$ cat src/rtl/demux_1to2_stream_if.sv
// demux_1to2_stream_if
//   Stream bundle for the 1-to-2 demultiplexer: one input stream plus two
//   output channels, each with its own valid/ready handshake.
//   Modports:
//     slave  - the demultiplexer's view (consumes in_*, produces out*_*)
//     master - the environment's view (drives in_*, consumes out*_*)
//   Signals:
//     in_data/in_sel/in_valid -> in_ready
//     out0_data/out0_valid    <- out0_ready
//     out1_data/out1_valid    <- out1_ready
interface demux_1to2_stream_if #(
    parameter int WIDTH = 4
);
    logic [WIDTH-1:0] in_data;
    logic             in_sel;
    logic             in_valid;
    logic             in_ready;
    logic [WIDTH-1:0] out0_data;
    logic             out0_valid;
    logic             out0_ready;
    logic [WIDTH-1:0] out1_data;
    logic             out1_valid;
    logic             out1_ready;

    modport slave (
        input  in_data, in_sel, in_valid, out0_ready, out1_ready,
        output in_ready, out0_data, out0_valid, out1_data, out1_valid
    );

    modport master (
        output in_data, in_sel, in_valid, out0_ready, out1_ready,
        input  in_ready, out0_data, out0_valid, out1_data, out1_valid
    );
endinterface

$ cat src/rtl/demux_1to2_stream.sv
// demux_1to2_stream
//   Registered 1-to-2 stream demultiplexer. Each input beat is steered to
//   channel 0 or 1 by in_sel and held in that channel's output register until
//   its consumer takes it. A stalled channel never blocks the other.
//   Ports:
//     clk    - rising-edge clock
//     rst_n  - asynchronous active-low reset
//     bus    - demux_1to2_stream_if.slave (input stream + two output channels)
//     cnt0/1 - accepted-beat counters per channel (only with DEMUX_CNT_EN)
//   Optional feature macro: DEMUX_CNT_EN (adds cnt0/cnt1, modulo 2^CNT_W).
//
//   Per-channel state:
//     state    | meaning
//     ST_EMPTY | output register holds no beat, outN_valid = 0
//     ST_FULL  | output register holds a beat,   outN_valid = 1
module demux_1to2_stream #(
    parameter int WIDTH = 4,
    parameter int CNT_W = 8
) (
    input  logic                   clk,
    input  logic                   rst_n,
    demux_1to2_stream_if.slave     bus
`ifdef DEMUX_CNT_EN
    ,
    output logic [CNT_W-1:0]       cnt0,
    output logic [CNT_W-1:0]       cnt1
`endif
);

    localparam logic [0:0] ST_EMPTY = 1'b0;
    localparam logic [0:0] ST_FULL  = 1'b1;

    logic [0:0]       r_state0, r_state1;
    logic [0:0]       w_state0_nxt, w_state1_nxt;
    logic [WIDTH-1:0] r_data0, r_data1;
    logic             w_ready;
    logic             w_load0, w_load1;
    logic             w_drain0, w_drain1;

    // Readiness only looks at the addressed channel, so a full and stalled
    // channel cannot hold off beats for the other one.
    assign w_ready  = bus.in_sel ? ((r_state1 == ST_EMPTY) | bus.out1_ready)
                                 : ((r_state0 == ST_EMPTY) | bus.out0_ready);
    assign w_load0  = bus.in_valid & w_ready & ~bus.in_sel;
    assign w_load1  = bus.in_valid & w_ready &  bus.in_sel;
    assign w_drain0 = (r_state0 == ST_FULL) & bus.out0_ready;
    assign w_drain1 = (r_state1 == ST_FULL) & bus.out1_ready;

    always_comb begin
        w_state0_nxt = r_state0;
        case (r_state0)
            ST_EMPTY: if (w_load0)              w_state0_nxt = ST_FULL;
            ST_FULL:  if (w_drain0 && !w_load0) w_state0_nxt = ST_EMPTY;
            default:                            w_state0_nxt = ST_EMPTY;
        endcase
    end

    always_comb begin
        w_state1_nxt = r_state1;
        case (r_state1)
            ST_EMPTY: if (w_load1)              w_state1_nxt = ST_FULL;
            ST_FULL:  if (w_drain1 && !w_load1) w_state1_nxt = ST_EMPTY;
            default:                            w_state1_nxt = ST_EMPTY;
        endcase
    end

    always_ff @(posedge clk or negedge rst_n) begin
        if (!rst_n) begin
            r_state0 <= ST_EMPTY;
            r_state1 <= ST_EMPTY;
            r_data0  <= '0;
            r_data1  <= '0;
        end else begin
            r_state0 <= w_state0_nxt;
            r_state1 <= w_state1_nxt;
            // Data is only written on a load, so it persists after a drain.
            if (w_load0) r_data0 <= bus.in_data;
            if (w_load1) r_data1 <= bus.in_data;
        end
    end

    assign bus.in_ready   = w_ready;
    assign bus.out0_data  = r_data0;
    assign bus.out0_valid = (r_state0 == ST_FULL);
    assign bus.out1_data  = r_data1;
    assign bus.out1_valid = (r_state1 == ST_FULL);

`ifdef DEMUX_CNT_EN
    logic [CNT_W-1:0] r_cnt0, r_cnt1;

    // Free-running wrap; no saturation.
    always_ff @(posedge clk or negedge rst_n) begin
        if (!rst_n) begin
            r_cnt0 <= '0;
            r_cnt1 <= '0;
        end else begin
            if (w_load0) r_cnt0 <= r_cnt0 + 1'b1;
            if (w_load1) r_cnt1 <= r_cnt1 + 1'b1;
        end
    end

    assign cnt0 = r_cnt0;
    assign cnt1 = r_cnt1;
`endif

endmodule

$ cat src/flat_wrapper.sv
// flat-port wrapper written by rule: the top's interface ports become plain ports
module demux_1to2_stream_flat 
#(
    parameter int WIDTH = 4,
    parameter int CNT_W = 8
)
  (clk, rst_n, bus_in_data, bus_in_sel, bus_in_valid, bus_out0_ready, bus_out1_ready, bus_in_ready, bus_out0_data, bus_out0_valid, bus_out1_data, bus_out1_valid);
  demux_1to2_stream_if #(.WIDTH(WIDTH)) bus_i ();
  input  logic clk;
  input  logic rst_n;
  input wire logic [$bits(bus_i.in_data)-1:0] bus_in_data;
  input wire logic [$bits(bus_i.in_sel)-1:0] bus_in_sel;
  input wire logic [$bits(bus_i.in_valid)-1:0] bus_in_valid;
  input wire logic [$bits(bus_i.out0_ready)-1:0] bus_out0_ready;
  input wire logic [$bits(bus_i.out1_ready)-1:0] bus_out1_ready;
  output wire logic [$bits(bus_i.in_ready)-1:0] bus_in_ready;
  output wire logic [$bits(bus_i.out0_data)-1:0] bus_out0_data;
  output wire logic [$bits(bus_i.out0_valid)-1:0] bus_out0_valid;
  output wire logic [$bits(bus_i.out1_data)-1:0] bus_out1_data;
  output wire logic [$bits(bus_i.out1_valid)-1:0] bus_out1_valid;
  assign bus_i.in_data = bus_in_data;
  assign bus_i.in_sel = bus_in_sel;
  assign bus_i.in_valid = bus_in_valid;
  assign bus_i.out0_ready = bus_out0_ready;
  assign bus_i.out1_ready = bus_out1_ready;
  assign bus_in_ready = bus_i.in_ready;
  assign bus_out0_data = bus_i.out0_data;
  assign bus_out0_valid = bus_i.out0_valid;
  assign bus_out1_data = bus_i.out1_data;
  assign bus_out1_valid = bus_i.out1_valid;
  demux_1to2_stream #(.WIDTH(WIDTH), .CNT_W(CNT_W)) u_core (.clk(clk), .rst_n(rst_n), .bus(bus_i));
endmodule
$ cat config.mk
export PLATFORM = sky130hd
export DESIGN_NAME = demux_1to2_stream_flat
export DESIGN_NICKNAME = d
export VERILOG_FILES = /design/src/rtl/demux_1to2_stream_if.sv /design/src/rtl/demux_1to2_stream.sv /design/src/flat_wrapper.sv
export SDC_FILE = /design/constraint.sdc
export NUM_CORES = 1
export LEC_CHECK = 0
export CORE_AREA = 2 2 39 41
export CTS_BUF_LIST = sky130_fd_sc_hd__clkbuf_16
export CTS_CLUSTER_DIAMETER = 100
export CTS_CLUSTER_SIZE = 8
export DETAILED_ROUTE_END_ITERATION = 10
export DIE_AREA = 0 0 41 43
export HOLD_SLACK_MARGIN = 0.1
export PLACE_DENSITY = 0.68
export SETUP_SLACK_MARGIN = 0.3
export SLEW_MARGIN = 25
export SYNTH_ARGS = -nofsm -noshare
export SYNTH_HDL_FRONTEND = slang
export SYNTH_SLANG_ARGS = --single-unit
$ cat constraint.sdc
create_clock -name clk -period 1.07 [get_ports clk]
set_input_delay 0.107 -clock clk [delete_from_list [all_inputs] [get_ports clk]]
set_output_delay 0.107 -clock clk [all_outputs]
set_load 0.02 [all_outputs]
==> run summary, run 1 <==
Synthesis and place-and-route results.

- Across the routed clock network, the largest skew measured is 0.000389 ns.
- The detailed-route wire length on metal 1 is around 340 µm.
- The final critical-path share of the clock period is 114%.
- The net count after synthesis is 38.
- The cell at the root of the clock tree is clkbuf_16.
- The run finished, with violations left.
- After synthesis, the design contains 28 cells according to Yosys.
- The post-synthesis sequential element count is 10.
- The horizontal extent of the die is slightly above 40 µm.
- The synthesis report lists the Yosys warning total as 0.
- The share of synthesized area in the top cell type comes to approximately three fifths.
- The xor-xnor portion of the synthesized cell area is 0%.
- Per the repair_timing log after CTS, setup buffers inserted total 1.
- On the critical path, the stage with the largest delay is an instance of dfrtp_2.
- The min-delay analysis places its worst path in the category in2async.
- The remaining global-route overflow is 0.
- The top routing layer in use is met3.
- The floorplan step set the die height to 43 µm.
- The shortest period the worst path allows is 1.22 ns.
- Input and output buffers added on the ports amount to 20.
- Once detail routing completed, the nets flagged for antenna violations numbered 0.
- In the log, the iteration count for the first detailed-route pass is 1.
- The report counts max-capacitance violations totalling 0.
- The layer flagged by global routing as most heavily used is met2.
- The repair_antennas step left the layout with diodes totalling 0.
- The count of different cell masters after synthesis is 12.
- The power report attributes to the combinational group a share of a little over a quarter.
- Among all cell types in the netlist, the one instantiated most often is dfrtp_1.
- For this run, the slowest stage of the critical path takes 0.39 ns.
- The post-route cell area is 803 µm².
- The final reports fail on setup timing.
- The floorplan step records an initial core utilization of a little under a third.
- The weighted congestion reported at the end of routability-driven placement is between 0.5 and 0.6.
- The net count of the finished layout is just under 70.
- Hold timing on the final database bottoms out at a slack of roughly 0.17 ns.
- The worst setup path is of the reg2reg kind.
- The tree built by TritonCTS fans out to 10 sinks.
- The met3 layer usage reported by global route is 4.71%.
- The average instance in the mapped netlist occupies about 15 µm².
- The dominant synthesized flop cell is dfrtp_1.
- The total of cells resized after clock tree synthesis is 67.
- The final worst setup slack is -0.150 ns.
- In the post-synthesis netlist, the biggest area contributors are dfrtp_1 59%, mux2_2 21%, nand3b_4 4.7%, nor2b_4 3.3%, nor2_4 2.7%.
- The post-synthesis share of cell area spent on and-or and or-and gates is under 10%.
- The number of setup violations in the final report is 9.
- The number of H-tree levels is 1.
- The number of global-route vias before repair is around 370.
run 1: area by class of cell:
type | count | area (µm²) | area share [%]
Clock buffer | 3 | 75.1 | 9.35
Tap cell | 16 | 20.0 | 2.49
Inverter | 1 | 3.75 | 0.467
Multi-Input combinational cell | 17 | 189 | 23.5
Sequential cell | 10 | 253 | 31.5
Timing Repair Buffer | 26 | 263 | 32.7
run 1: layout by cell type, fill, tap and decap left out, drive strengths merged, types with 2 or more instances in the layout:
master         instances
clkbuf                 3
nor2                   2
dlygate4sd2            2
dfrtp                 10
mux2                   8
buf                   16
clkdlybuf4s50          8
run 1: flip-flops by register name (all words and copies together) (netlist names):
register	flops
u_core.bus.out1_data	4
u_core.bus.out1_valid	1
u_core.bus.out0_valid	1
u_core.bus.out0_data	4
Run 1, met3 routing:
Scale bar: 10 µm.
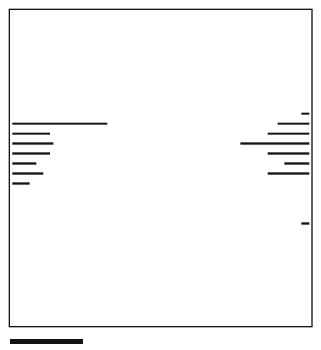
The layer carries 70.7 µm of wire. The layer holds 7.9% of the routed length. The wires run mostly horizontal.

Run 1, gate families picked out:
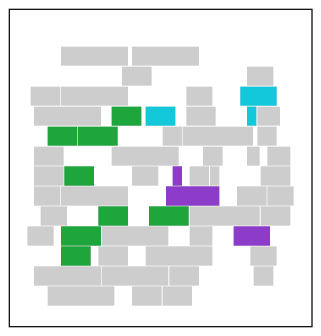
Key: nor cells = cyan [cells 3]; nand cells = purple [cells 3]; mux cells = green [cells 8]

Run 1, M2 wires:
Cells faint in the background.
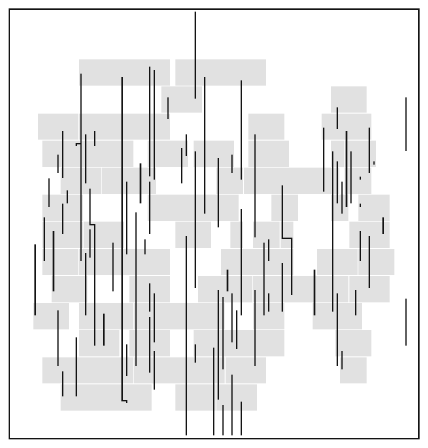
The longest straight run is 32.5 µm. The layer carries 482 µm of wire. The layer holds 54% of the routed length. 66 nets have wire on it.
vias after detailed routing: 332
global routing usage on met2: 23.1%

Run 1, congestion heat map:
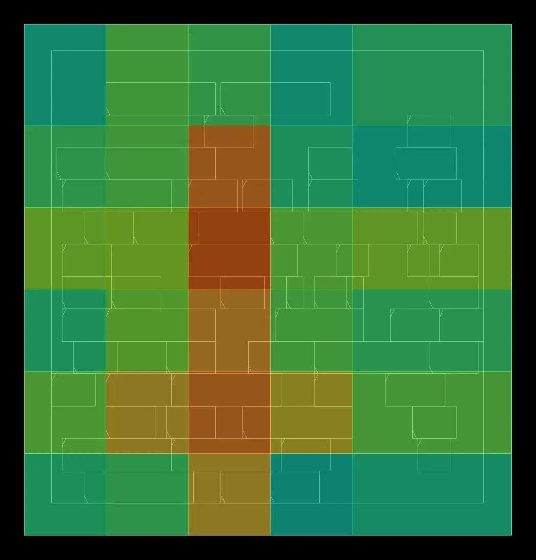

## Run 2: what changed since run 1
--- a/config.mk
+++ b/config.mk
@@ -12,7 +12,7 @@
 export DETAILED_ROUTE_END_ITERATION = 10
 export DIE_AREA = 0 0 41 43
 export HOLD_SLACK_MARGIN = 0.1
-export PLACE_DENSITY = 0.68
+export PLACE_DENSITY = 0.73
 export SETUP_SLACK_MARGIN = 0.3
 export SLEW_MARGIN = 25
 export SYNTH_ARGS = -nofsm -noshare
Run 2, congestion heat map:
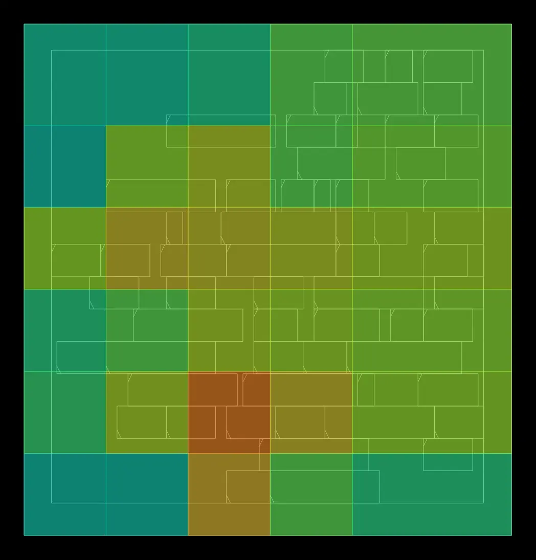
met1 GRT Util: 15.1%
busiest layer in global routing: met2

==> run 2 against run 1 <==
The run still ends with setup timing left. Synthesized cell count did not move. Worst setup slack got worse by 0.0057 ns. Die size did not move. Power rose by 2.0%. Clock-buffer cell count did not move. Critical endpoint is now u_core.bus.out1_data[2].
==> run summary, run 2 <==
Synthesis and place-and-route results.

- Measured in cells, the most critical reg-to-reg path has a length of 4.
- The floorplan report gives the top-level pin count as 21.
- The net count of the finished layout was 70 (+1.4%).
- The shortest period the worst path allows is 1.23 ns (+0.00566 ns).
- Per the final layout report, the fraction of cells sized above drive strength 1 comes to approximately three fifths.
- The port buffer count is 20 (unchanged).
- The number of iterations in the first detailed-routing pass is 2 (+1).
- By instance count after routing, the leading logic cell types are 13 x buf_6, 8 x dfrtp_1, 7 x clkdlybuf4s50_1.
- The weighted congestion reported at the end of routability-driven placement is 0.571 (-1.6%).
- The post-synthesis sequential element count is 10 (unchanged).
- The source of the worst register-to-register timing path is u_core.bus.out1_valid.
- The die boundary height is 43 µm (unchanged).
- The synthesized area is ~420 µm².
- The biggest area contributor in the post-synthesis netlist is dfrtp_1.
- The clock skew is 0.000841 ns (+0.000453 ns).
- The sequential logic power is 491 µW.
- The horizontal extent of the die is 41 µm (unchanged).
- The run finished, with violations left.
- The max-capacitance violation count is 0 (unchanged).
- According to the hold report, the worst path is of the in2async type.
- The routed length per placed instance is 13.9 µm.
- The clock net sink count was 10 (unchanged).
- The net count after synthesis is 38 (unchanged).
- The total inserted antenna cells is 0 (unchanged).
- The routed design uses 542 µm of met2 wire.
- The tree is rooted in a clkbuf_16.
- The post-route cell area is 820 µm² (+2.0%).
- The most common cell in the synthesized netlist is dfrtp_1.
- The detailed-route wire length on metal 1 is 399 µm (+18%).
- The number of setup violations in the final report came to 10 (+1).
- The synthesis report names the predominant flop master as dfrtp_1.
- The mean area per synthesized cell is 15.1 µm² (unchanged).
- The headroom to the max-slew limit is 70.5%.
- The via count is 328 (-1.2%).
- Looking at the critical path, the single cell with the biggest stage delay is dfrtp_2.
- The main area contributors are dfrtp_1 59%, mux2_2 21%, nand3b_4 4.7%, nor2b_4 3.3%, nor2_4 2.7%.
- The routed length on met3 is between 80 and 90 µm.
- The core utilization before placement is 30.6% (unchanged).
- The top-area cell type share of the netlist area is 59.2% (unchanged).
- The power report shows net switching accounting for 24.6% of the total.
- The critical path is of the reg2reg type.
- The remaining global-route overflow is 0 (unchanged).
- The clock network is responsible for between 40% and 50% of the overall power.
- At the placement stage, the worst setup path has a slack of -0.467 ns.
- The final worst setup slack is -0.155 ns (-0.00566 ns).
- The part of the power in registers is 31.6%.
- The final critical-path share of the clock period was 115% (+0.53 points).
- The final reports fail on setup timing.
- Summing all placed instances gives a cell area of just under 700 µm².
- The logic gate share of total power is 26.3% (about the same).
- The global-route total usage across every layer is ~15%.
- Counting only logic cells after layout, the most numerous master is buf_6.
- The summed standard-cell area reported by yosys is around 420 µm².
- The post-synthesis cell count from yosys is 28 (unchanged).
- The largest stage delay on the critical path is 0.39 ns (about the same).
- The number of global-route vias before repair is 375 (+1.6%).
- The number of antenna-violating nets in the routed design is 0 (unchanged).
- The top routing layer in use is met4.
- The number of H-tree levels is 1 (unchanged).
- The number of pins exceeding their max-slew limit in the final report is 0.
- The yosys warning tally is 0 (unchanged).
- The maximum number of pins on one net before global-route repair is 11.
- The count of different cell masters after synthesis came to 12 (unchanged).
- The final worst hold slack came to 0.186 ns (+0.0135 ns).
## run 2: cell counts after synthesis
No cell type changed its count.
## run 2: kinds of logic after synthesis
family | share of synthesized area (%)
flops | 59.2
mux | 21.3
buf+inv | 0.887
compound gates | 2.36
simple gates | 16.3
## run 2: layer usage
metal	vias to the layer above	track usage [%]
met1	150	15.1
met3	2	6.28
li1	158	-
met5	-	0
met4	0	8.00
met2	18	24.4
## run 2: layout make-up
cell class	count	area (µm²)	area share [%]
inverter	1	3.75	0.458
clock buffer	3	75.1	9.16
clock inverter	1	3.75	0.458
multi-input combinational	17	188	22.9
timing repair buffer	27	277	33.7
sequential	10	253	30.8
tap	16	20.0	2.44
## run 2: repair_timing
item,in CTS,in global routing
resized,67,4
pin swaps,0,0
endpoints found under the setup margin,21,21
buffers inserted,1,2
Power figures rest on the tool's default switching activity, not on a simulated workload.
